Figure 1. Wiring by layer.
Bar = 50 um.
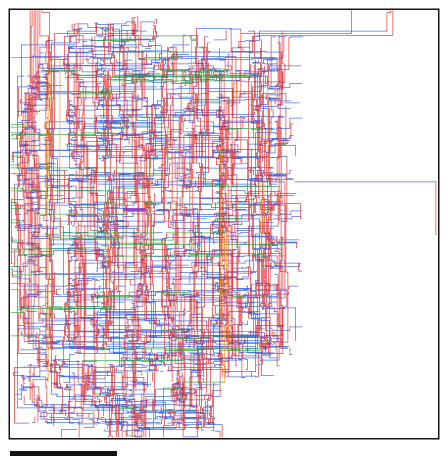
Figure 2. Placed standard cells.
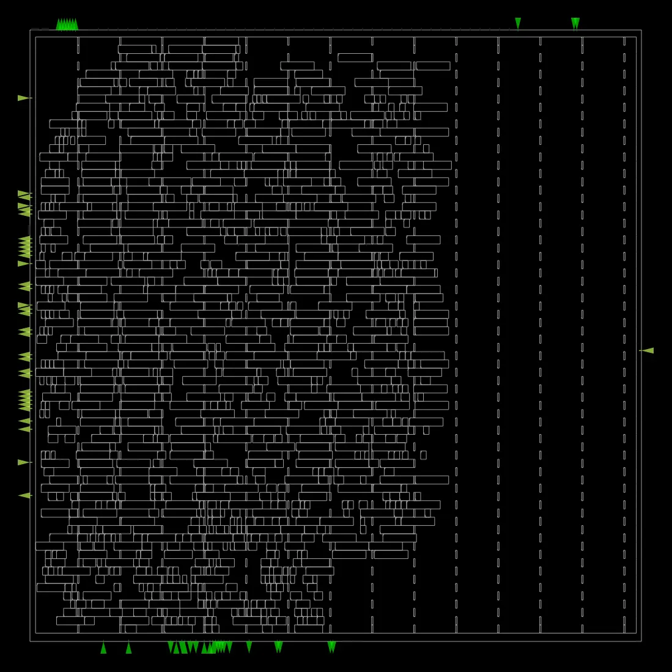
<file path="src/rtl/instr_load_seq.sv">
// Program loader and instruction sequencer.
// LOAD mode packs switch bytes MSB-first into instruction words and writes
// them into a small buffer. RUN mode replays the buffer to the datapath,
// one word per button press (step) or back-to-back (free).
//
// Handshake: instr_out/instr_valid are registered. While instr_valid=1 they
// are held stable until a cycle with instr_ready=1, and a word is transferred
// exactly on an enabled clock edge where instr_valid=1 and instr_ready=1.
// Dropping run_mode takes priority over a coincident ready, and pc is not
// advanced in that case.

module instr_load_seq_deb #(
    parameter int DEB_CYCLES = 4
) (
    input  logic clk,
    input  logic reset,
    input  logic en,
    input  logic raw,
    output logic press
);
    localparam int DCW = (DEB_CYCLES > 1) ? $clog2(DEB_CYCLES + 1) : 1;
    localparam logic [DCW-1:0] LIM = DCW'(DEB_CYCLES - 1);

    logic           s1, s2, lvl;
    logic [DCW-1:0] cnt;

    // Synchronise, then accept a new level only after it has persisted;
    // a rising acceptance emits a single press pulse.
    always_ff @(posedge clk or negedge reset) begin
        if (!reset) begin
            s1    <= 1'b0;
            s2    <= 1'b0;
            lvl   <= 1'b0;
            cnt   <= '0;
            press <= 1'b0;
        end else if (en) begin
            s1    <= raw;
            s2    <= s1;
            press <= 1'b0;
            if (s2 != lvl) begin
                if (cnt == LIM) begin
                    lvl   <= s2;
                    cnt   <= '0;
                    press <= s2;
                end else begin
                    cnt <= cnt + 1'b1;
                end
            end else begin
                cnt <= '0;
            end
        end
    end
endmodule

module instr_load_seq #(
    parameter int DATA_W     = 16,
    parameter int IN_W       = 8,
    parameter int DEPTH      = 16,
    parameter int DEB_CYCLES = 4,
    localparam int AW        = (DEPTH > 1) ? $clog2(DEPTH) : 1,
    localparam int CW        = $clog2(DEPTH + 1)
) (
    input  logic              clk,
    input  logic              reset,
    input  logic              clk_enable,
    input  logic [IN_W-1:0]   input_instruction,
    input  logic              button,
    input  logic              pc_butt,
    input  logic              run_mode,
    input  logic              free_run,
    input  logic              clear,
    input  logic              instr_ready,
    output logic [DATA_W-1:0] instr_out,
    output logic              instr_valid,
    output logic [AW:0]       pc,
    output logic [CW-1:0]     load_count,
    output logic [DATA_W-1:0] led_ins,
    output logic              full,
    output logic              done,
    output logic [1:0]        state_dbg
);
    localparam int PW  = AW + 1;
    localparam int BPW = DATA_W / IN_W;
    localparam int BIW = (BPW > 1) ? $clog2(BPW) : 1;
    localparam logic [BIW-1:0] LAST_BYTE = BIW'(BPW - 1);
    localparam logic [CW-1:0]  DEPTH_C   = CW'(DEPTH);

    typedef enum logic [1:0] {
        S_LOAD  = 2'd0,
        S_IDLE  = 2'd1,
        S_ISSUE = 2'd2,
        S_DONE  = 2'd3
    } state_t;

    state_t            state, state_nxt;
    logic [BIW-1:0]    byte_idx;
    logic [DATA_W-1:0] asm_q, asm_new, led_q;
    logic [DATA_W-1:0] mem [DEPTH];
    logic [PW-1:0]     pc_nxt, lc_ext;
    logic              btn_press, step_press;
    logic              capture, word_done, clr, enter_run;

    instr_load_seq_deb #(.DEB_CYCLES(DEB_CYCLES)) u_deb_btn (
        .clk(clk), .reset(reset), .en(clk_enable), .raw(button), .press(btn_press)
    );

    instr_load_seq_deb #(.DEB_CYCLES(DEB_CYCLES)) u_deb_step (
        .clk(clk), .reset(reset), .en(clk_enable), .raw(pc_butt), .press(step_press)
    );

    assign asm_new   = (asm_q << IN_W) | DATA_W'(input_instruction);
    assign lc_ext    = PW'(load_count);
    assign full      = (load_count == DEPTH_C);
    assign done      = (state == S_DONE);
    assign led_ins   = (state == S_LOAD) ? led_q : instr_out;
    assign state_dbg = state;

    // State register.
    always_ff @(posedge clk or negedge reset) begin
        if (!reset)          state <= S_LOAD;
        else if (clk_enable) state <= state_nxt;
    end

    // Next state, next pc and load-side strobes. Mode change beats a byte press.
    always_comb begin
        state_nxt = state;
        pc_nxt    = pc;
        capture   = 1'b0;
        word_done = 1'b0;
        clr       = 1'b0;
        enter_run = 1'b0;
        case (state)
            S_LOAD: begin
                if (run_mode) begin
                    enter_run = 1'b1;
                    pc_nxt    = '0;
                    state_nxt = (load_count == '0) ? S_DONE : S_IDLE;
                end else if (clear) begin
                    clr    = 1'b1;
                    pc_nxt = '0;
                end else if (btn_press && !full) begin
                    capture   = 1'b1;
                    word_done = (byte_idx == LAST_BYTE);
                end
            end
            S_IDLE: begin
                if (!run_mode)                  state_nxt = S_LOAD;
                else if (free_run || step_press) state_nxt = S_ISSUE;
            end
            S_ISSUE: begin
                if (!run_mode) begin
                    state_nxt = S_LOAD;
                end else if (instr_ready) begin
                    pc_nxt = pc + PW'(1);
                    if (pc_nxt == lc_ext) state_nxt = S_DONE;
                    else if (!free_run)   state_nxt = S_IDLE;
                end
            end
            S_DONE: begin
                if (!run_mode) state_nxt = S_LOAD;
            end
            default: state_nxt = S_LOAD;
        endcase
    end

    // Datapath: pc, issue registers, byte assembly and word count.
    always_ff @(posedge clk or negedge reset) begin
        if (!reset) begin
            pc          <= '0;
            instr_out   <= '0;
            instr_valid <= 1'b0;
            load_count  <= '0;
            byte_idx    <= '0;
            asm_q       <= '0;
            led_q       <= '0;
        end else if (clk_enable) begin
            pc          <= pc_nxt;
            instr_valid <= (state_nxt == S_ISSUE);
            if (state_nxt == S_ISSUE) instr_out <= mem[pc_nxt[AW-1:0]];
            if (enter_run || clr) begin
                asm_q    <= '0;
                byte_idx <= '0;
                led_q    <= '0;
            end
            if (clr) load_count <= '0;
            if (capture) begin
                led_q <= asm_new;
                if (word_done) begin
                    asm_q      <= '0;
                    byte_idx   <= '0;
                    load_count <= load_count + 1'b1;
                end else begin
                    asm_q    <= asm_new;
                    byte_idx <= byte_idx + 1'b1;
                end
            end
        end
    end

    // Instruction buffer; contents survive reset.
    always_ff @(posedge clk) begin
        if (clk_enable && capture && word_done) mem[load_count[AW-1:0]] <= asm_new;
    end
endmodule

</file>
<file path="config.mk">
export PLATFORM = sky130hd
export DESIGN_NAME = instr_load_seq
export DESIGN_NICKNAME = d
export VERILOG_FILES = /design/src/rtl/instr_load_seq.sv
export SDC_FILE = /design/constraint.sdc
export NUM_CORES = 1
export LEC_CHECK = 0
export CAP_MARGIN = 20
export CORE_MARGIN = 1.5
export CORE_UTILIZATION = 35
export DETAILED_ROUTE_END_ITERATION = 12
export DONT_BUFFER_PORTS = 1
export SETUP_SLACK_MARGIN = 0.02
export SLEW_MARGIN = 20
export SYNTH_ARGS = -nofsm -noshare
export SYNTH_HDL_FRONTEND = slang
export SYNTH_SLANG_ARGS = --single-unit
</file>
<file path="constraint.sdc">
create_clock -name clk -period 5.48 [get_ports clk]
set_input_delay 0.548 -clock clk [delete_from_list [all_inputs] [get_ports clk]]
set_output_delay 0.548 -clock clk [all_outputs]
set_load 0.03 [all_outputs]
</file>
==> CHANGELOG.md <==
## Implementation

- Beginning of the critical path: state_dbg[1]
- Commonest Layout Cell: edfxtp_1
- Sequential power: 3000 uW
- Design Area, Final: 15400 um^2
- Ys flop type: edfxtp_1
- CTS tree: yes
- Total routed wirelength: 34300 um
- Worst relative slew slack: 34.1%
- Number of synthesized flops with an enable pin: 256
- R2R cell count: 8
- Worst hold slack: 0.0796 ns
- Worst-Skew Late Latency: 0.56 ns
- Pins Over Slew Limit: 0
- Leak: 0.00538 uW
- Htree depth: 1
- Reg-to-reg endpoint: instr_out[15]
- Register share after synthesis: 68.5%
- Hold_buf cts: 2
- Compound Share, Synth: 14.8%
- Initial antenna violation count: 1
- Status: finished clean
- Reg-to-reg slack, setup: 1.64 ns
- Simple Share, Synth: 9.88%
- Final nets: 1040
- Async set-reset flop share out of synthesis: 21.0%
- Count leader, synth: edfxtp_1
- # IOs: 64
- DR pass1 iterations: 5
- Max Used Layer: met5
- Most numerous logic cells after layout: edfxtp_1, nand2_1, o21ai_0, dfrtp_1, nand3_1
- Syn_area_per_cell: 13.3 um^2
- Area after DPL: 14200 um^2
- Met1 WL: 14200 um
- Mux area share: 2.35%
- Netlist cell types: 58
Back to the opening pictures, Figure 1:
- blue: M1 (wire length 14200 um)
- green: M3 (wire length 2430 um)
- red: M2 (wire length 16700 um)
- orange: M4 (wire length 896 um)
- purple: M5 (wire length 9.20 um)

Back to the opening pictures, Figure 2:
Seq/total area: 61.1%
row cnt: 72
Layout fillers: 3556
utilization after layout: 39.7%
Final Non-Filler Cells: 1559

[worst max-delay path by stage]
stage	to	slack, ns	depth (start not counted)
2_1_floorplan	mem[3][0]	1.70	10
4_1_cts	instr_out[11]	1.69	8
6_report	instr_out[15]	1.64	8
5_1_grt	instr_out[11]	1.44	8
3_3_place_gp	instr_out[9]	1.80	8
3_5_place_dp	instr_out[11]	1.71	8
[cell type report]
class,count,area [um^2],area share [%]
Antenna cell,1,2.50,0.0163
Clock buffer,35,801,5.21
Clock inverter,22,279,1.82
Inverter,23,86.3,0.562
Multi-Input combinational cell,606,3890,25.3
Sequential cell,324,9390,61.1
Tap cell,518,648,4.22
Timing Repair Buffer,30,260,1.69
[per-layer routing]
layer	track usage (%)	vias to the layer above
met2	27.9	337
met5	0	-
met3	3.13	76
met4	5.32	2
met1	22.0	4383
li1	-	3933
No activity file was given, so power comes from the tool's default toggle rates.
